## src/rtl/ex_hazard_ctrl.sv

```systemverilog
// Hazard controller for the 5-stage RV32I core: EX operand forwarding, load-use stall,
// taken-branch flush of IF/ID and ID/EX, and saturating stall/flush event counters.
module ex_hazard_ctrl #(
    parameter int unsigned CNT_W  = 16,
    parameter bit          EN_FWD = 1'b1
) (
    input  logic             clk,
    input  logic             rst,
    input  logic             id_valid,
    input  logic [31:0]      id_inst,
    input  logic             ex_taken,
    output logic [1:0]       fwd_a_sel,
    output logic [1:0]       fwd_b_sel,
    output logic             stall,
    output logic             flush_ifid,
    output logic             flush_idex,
    output logic [CNT_W-1:0] stall_cnt,
    output logic [CNT_W-1:0] flush_cnt
);

    typedef struct packed {
        logic [4:0] rs1;
        logic [4:0] rs2;
        logic       use1;
        logic       use2;
        logic [4:0] rd;
        logic       we;
        logic       ld;
    } trk_t;

    localparam logic [1:0] SEL_RF = 2'b00;
    localparam logic [1:0] SEL_MA = 2'b01;
    localparam logic [1:0] SEL_WB = 2'b10;

    trk_t id_dec;
    trk_t ex_p0, ma_p1, wb_p2;
    logic hazard, stall_i;
    logic [1:0] fwd_a, fwd_b;

    function automatic logic raw_match(input trk_t prod, input logic [4:0] rs, input logic use_rs);
        return use_rs & prod.we & (prod.rd == rs);
    endfunction

    function automatic logic [1:0] fwd_sel(input trk_t ma, input trk_t wb, input logic [4:0] rs,
                                           input logic use_rs);
        if (raw_match(ma, rs, use_rs))
            return SEL_MA;
        else if (raw_match(wb, rs, use_rs))
            return SEL_WB;
        return SEL_RF;
    endfunction

    function automatic logic [CNT_W-1:0] sat_inc(input logic [CNT_W-1:0] cnt);
        return (cnt == {CNT_W{1'b1}}) ? cnt : cnt + 1'b1;
    endfunction

    always_comb begin
        id_dec     = '0;
        id_dec.rs1 = id_inst[19:15];
        id_dec.rs2 = id_inst[24:20];
        id_dec.rd  = id_inst[11:7];
        if (id_valid) begin
            case (id_inst[6:0])
                7'b0110011: begin id_dec.use1 = 1'b1; id_dec.use2 = 1'b1; id_dec.we = 1'b1; end
                7'b0010011: begin id_dec.use1 = 1'b1; id_dec.we = 1'b1; end
                7'b0000011: begin id_dec.use1 = 1'b1; id_dec.we = 1'b1; id_dec.ld = 1'b1; end
                7'b0100011: begin id_dec.use1 = 1'b1; id_dec.use2 = 1'b1; end
                7'b1100011: begin id_dec.use1 = 1'b1; id_dec.use2 = 1'b1; end
                7'b1101111: id_dec.we = 1'b1;
                7'b1100111: begin id_dec.use1 = 1'b1; id_dec.we = 1'b1; end
                7'b0110111: id_dec.we = 1'b1;
                7'b0010111: id_dec.we = 1'b1;
                default:    ;
            endcase
        end
        // x0 is never a real producer, so a use of x0 can never match
        if (id_dec.rd == 5'd0) begin
            id_dec.we = 1'b0;
            id_dec.ld = 1'b0;
        end
    end

    always_comb begin
        if (EN_FWD) begin
            hazard = ex_p0.ld & (raw_match(ex_p0, id_dec.rs1, id_dec.use1) |
                                 raw_match(ex_p0, id_dec.rs2, id_dec.use2));
            fwd_a  = fwd_sel(ma_p1, wb_p2, ex_p0.rs1, ex_p0.use1);
            fwd_b  = fwd_sel(ma_p1, wb_p2, ex_p0.rs2, ex_p0.use2);
        end else begin
            hazard = raw_match(ex_p0, id_dec.rs1, id_dec.use1) | raw_match(ex_p0, id_dec.rs2, id_dec.use2) |
                     raw_match(ma_p1, id_dec.rs1, id_dec.use1) | raw_match(ma_p1, id_dec.rs2, id_dec.use2) |
                     raw_match(wb_p2, id_dec.rs1, id_dec.use1) | raw_match(wb_p2, id_dec.rs2, id_dec.use2);
            fwd_a  = SEL_RF;
            fwd_b  = SEL_RF;
        end
        // a taken branch discards the ID instruction, so its hazard is moot
        stall_i = hazard & ~ex_taken;
    end

    always_comb begin
        fwd_a_sel  = rst ? SEL_RF : fwd_a;
        fwd_b_sel  = rst ? SEL_RF : fwd_b;
        stall      = stall_i & ~rst;
        flush_ifid = ex_taken & ~rst;
        flush_idex = ex_taken & ~rst;
    end

    // ID -> EX(p0) -> MA(p1) -> WB(p2)
    always_ff @(posedge clk or posedge rst) begin
        if (rst) begin
            ex_p0     <= '0;
            ma_p1     <= '0;
            wb_p2     <= '0;
            stall_cnt <= '0;
            flush_cnt <= '0;
        end else begin
            ex_p0 <= (stall_i | ex_taken) ? '0 : id_dec;
            ma_p1 <= ex_p0;
            wb_p2 <= ma_p1;
            if (stall_i)
                stall_cnt <= sat_inc(stall_cnt);
            if (ex_taken)
                flush_cnt <= sat_inc(flush_cnt);
        end
    end

    logic unused_bits;
    assign unused_bits = ^{id_inst[31:25], id_inst[14:12], ma_p1, wb_p2};

endmodule

```

## config.mk

```make
export PLATFORM = sky130hd
export DESIGN_NAME = ex_hazard_ctrl
export DESIGN_NICKNAME = d
export VERILOG_FILES = /design/src/rtl/ex_hazard_ctrl.sv
export SDC_FILE = /design/constraint.sdc
export NUM_CORES = 1
export LEC_CHECK = 0
export ABC_AREA = 1
export CAP_MARGIN = 10
export CORE_ASPECT_RATIO = 0.75
export CORE_MARGIN = 2
export CORE_UTILIZATION = 34
export DETAILED_ROUTE_END_ITERATION = 6
export PLACE_DENSITY = 0.61
export SLEW_MARGIN = 40
export SYNTH_ARGS = -nofsm -noshare
export SYNTH_HDL_FRONTEND = slang
export SYNTH_SLANG_ARGS = --single-unit
```

## constraint.sdc

```tcl
create_clock -name clk -period 3.3 [get_ports clk]
set_input_delay 0.66 -clock clk [delete_from_list [all_inputs] [get_ports clk]]
set_output_delay 0.66 -clock clk [all_outputs]
set_load 0.03 [all_outputs]
```

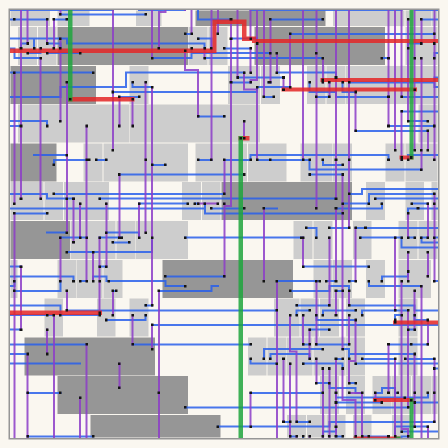
(layout detail)
Window x 45 to 75, y 31 to 61 um. Cells in grey, sequential cells in the stronger grey; small squares are vias.
Red stands for metal 3. Purple stands for metal 2. Blue stands for metal 1. Green stands for metal 4.
75 logic cells have their middle in the window. Netlist names of flops here include `ex_p0` (4), `stall_cnt` (3). Most frequent: nand2_1 (22), nor2_1 (14), inv_1 (11). Sequential cells in the window: 8.

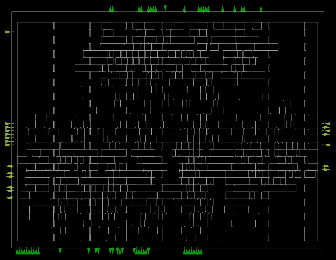
(placed standard cells)
flop count: 63
fin cells: 645
Core Region: 9740 sq um
filler cell count: 943
n_taps: 132

==> impl_metrics.tcl <==
# place-and-route summary
set metrics [dict create \
    status "completed" \
    first_iter_violations 185 \
    end_kind "output pin" \
    overflow 0 \
    top_cell "nand2_1" \
    wl_per_cell_um 13.5 \
    common_cells "111 x nand2_1, 67 x inv_1, 63 x dfrtp_1, 50 x nor2_1, 27 x nand3_1" \
    postRouteAntennaNets 0 \
    critPathMaxStageDelay_ps 670 \
    ys_sh_aoi 0.0491 \
    synth_area_per_cell_sq_um 7.93 \
    fin_setup_tns_ps 0 \
    vias 3042 \
    hold_buffers 0 \
    mux_share 0 \
    firstDrtPassIters 5 \
    synth-cells-yosys 434 \
    yosys.area_share.xor_xnor 0.0839 \
    synthCells 434 \
    topCellsByArea "dfrtp_1 46%, nand2_1 12%, inv_1 7.3%" \
    core_util_floorplan 0.354 \
    slowest_stage "clkdlybuf4s50_1" \
    antenna_cells 0 \
    slew_viol_final 0 \
    ctsResizeCount 0 \
    required_ps 2640 \
    yosys_warnings 0 \
    area_growth_pct 32.3 \
    async_flop_share 1.00 \
    ys_types 36 \
    arrival_ps 2470 \
    synth_area_sq_um 3440 \
    postCtsSetupRepairBufs 0 \
    critical_path.max_fanout 2 \
    remaining_drc_errors 0 \
    gp_congestion 0.853 \
]
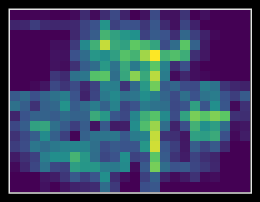
(signal metal coverage by tile)
Scale: 2 px per um. 24 x 18 tiles, from dark purple (low) to yellow (high), scaled to the fullest tile. Values are wire area over tile area, all layers added.
The emptiest ninth of the die: top left. 15% of the tiles are over half the peak. The fullest tile reaches 0.50. 21% of the tiles are nearly empty. The mean over all tiles is 0.13.

-- cell families (layout without fill, tap and decap cells) --
group / count (synthesis) / in the layout
buffers and inverters: 73 / 152
XOR/XNOR: 33 / 33
AND-OR/OR-AND: 23 / 23
AND/OR/NAND/NOR: 240 / 240
flip-flops: 63 / 63
adder cells (fa/ha/maj): 2 / 2
-- final timing paths --
| check | from | end | slack (ps) | cells after the start |
|---|---|---|---|---|
| setup reg to reg | flush_cnt[0]$_DFFE_PP0P_ | flush_cnt[10]$_DFFE_PP0P_ | 1420 | 9 |
| setup / recovery | rst | fwd_b_sel[1] | 170 | 7 |
| hold reg to reg | ma_p1[2]$_DFF_PP0_ | wb_p2[2]$_DFF_PP0_ | 410 | 0 |
| max in group asynchronous | rst | stall_cnt[13]$_DFFE_PP0P_ | 1630 | 4 |
| hold / removal | ma_p1[2]$_DFF_PP0_ | wb_p2[2]$_DFF_PP0_ | 410 | 0 |
| min in group asynchronous | rst | wb_p2[2]$_DFF_PP0_ | 740 | 3 |
-- placed cells by master (no fill, tap or decap), types with 2 or more instances in the layout --
cell	instances
nand2_2	3
xnor2_1	15
nand4_1	21
o21bai_1	4
xor2_1	18
nor2_1	50
nor4_1	5
o22ai_1	3
buf_4	6
clkbuf_16	9
nor3_1	12
a211oi_1	2
nand3_2	2
nor2_4	2
ha_1	2
a21oi_2	2
dfrtp_1	63
inv_1	66
clkbuf_8	3
clkdlybuf4s50_1	62
nand3_1	27
o2111ai_1	2
nand2_1	111
o21ai_0	6
-- cell type report --
type	count	area [sq um]
clock buffers	13	270
clock inverters	2	38.8
fillers	943	5180
inverters	69	263
multi-input cells	298	1580
flip-flops and latches	63	1580
well taps	132	165
repair buffers	68	666
-- per-stage QoR --
step,area (sq um),std cells,util,setup WS [ps],power [W]
after CTS,4560,645,0.468,161,0.00226
after global routing,4560,645,0.468,107,0.00235
after detailed placement,4250,630,0.436,170,0.00128
after floorplan,3450,434,-,183,0.00112
after global placement,4250,630,0.436,193,0.00127
final,4560,645,0.468,172,0.00224
-- state kept, by name, indices dropped and copies added (netlist names) --
signal,flops
ex_p0,19
stall_cnt,16
flush_cnt,16
wb_p2,6
ma_p1,6
-- metal layers --
layer  track usage  part of all wire
met2         0.260              0.46
met3        0.0496             0.047
met5             0                 0
met1         0.231              0.48
met4        0.0549             0.017
-- power breakdown --
part | switching [W] | internal (W)
Sequential | 0.0000727 | 0.000827
Clock | 0.000330 | 0.000643
Combinational | 0.000211 | 0.000156
Total | 0.000614 | 0.00163
-- worst max-delay path: cells and delay by family --
family | cells | cell delay, ps
buffers and inverters | 3 | 1230
AND/OR/NAND/NOR | 3 | 430
AND-OR/OR-AND | 1 | 140
Power is estimated from default activity; no workload was simulated.
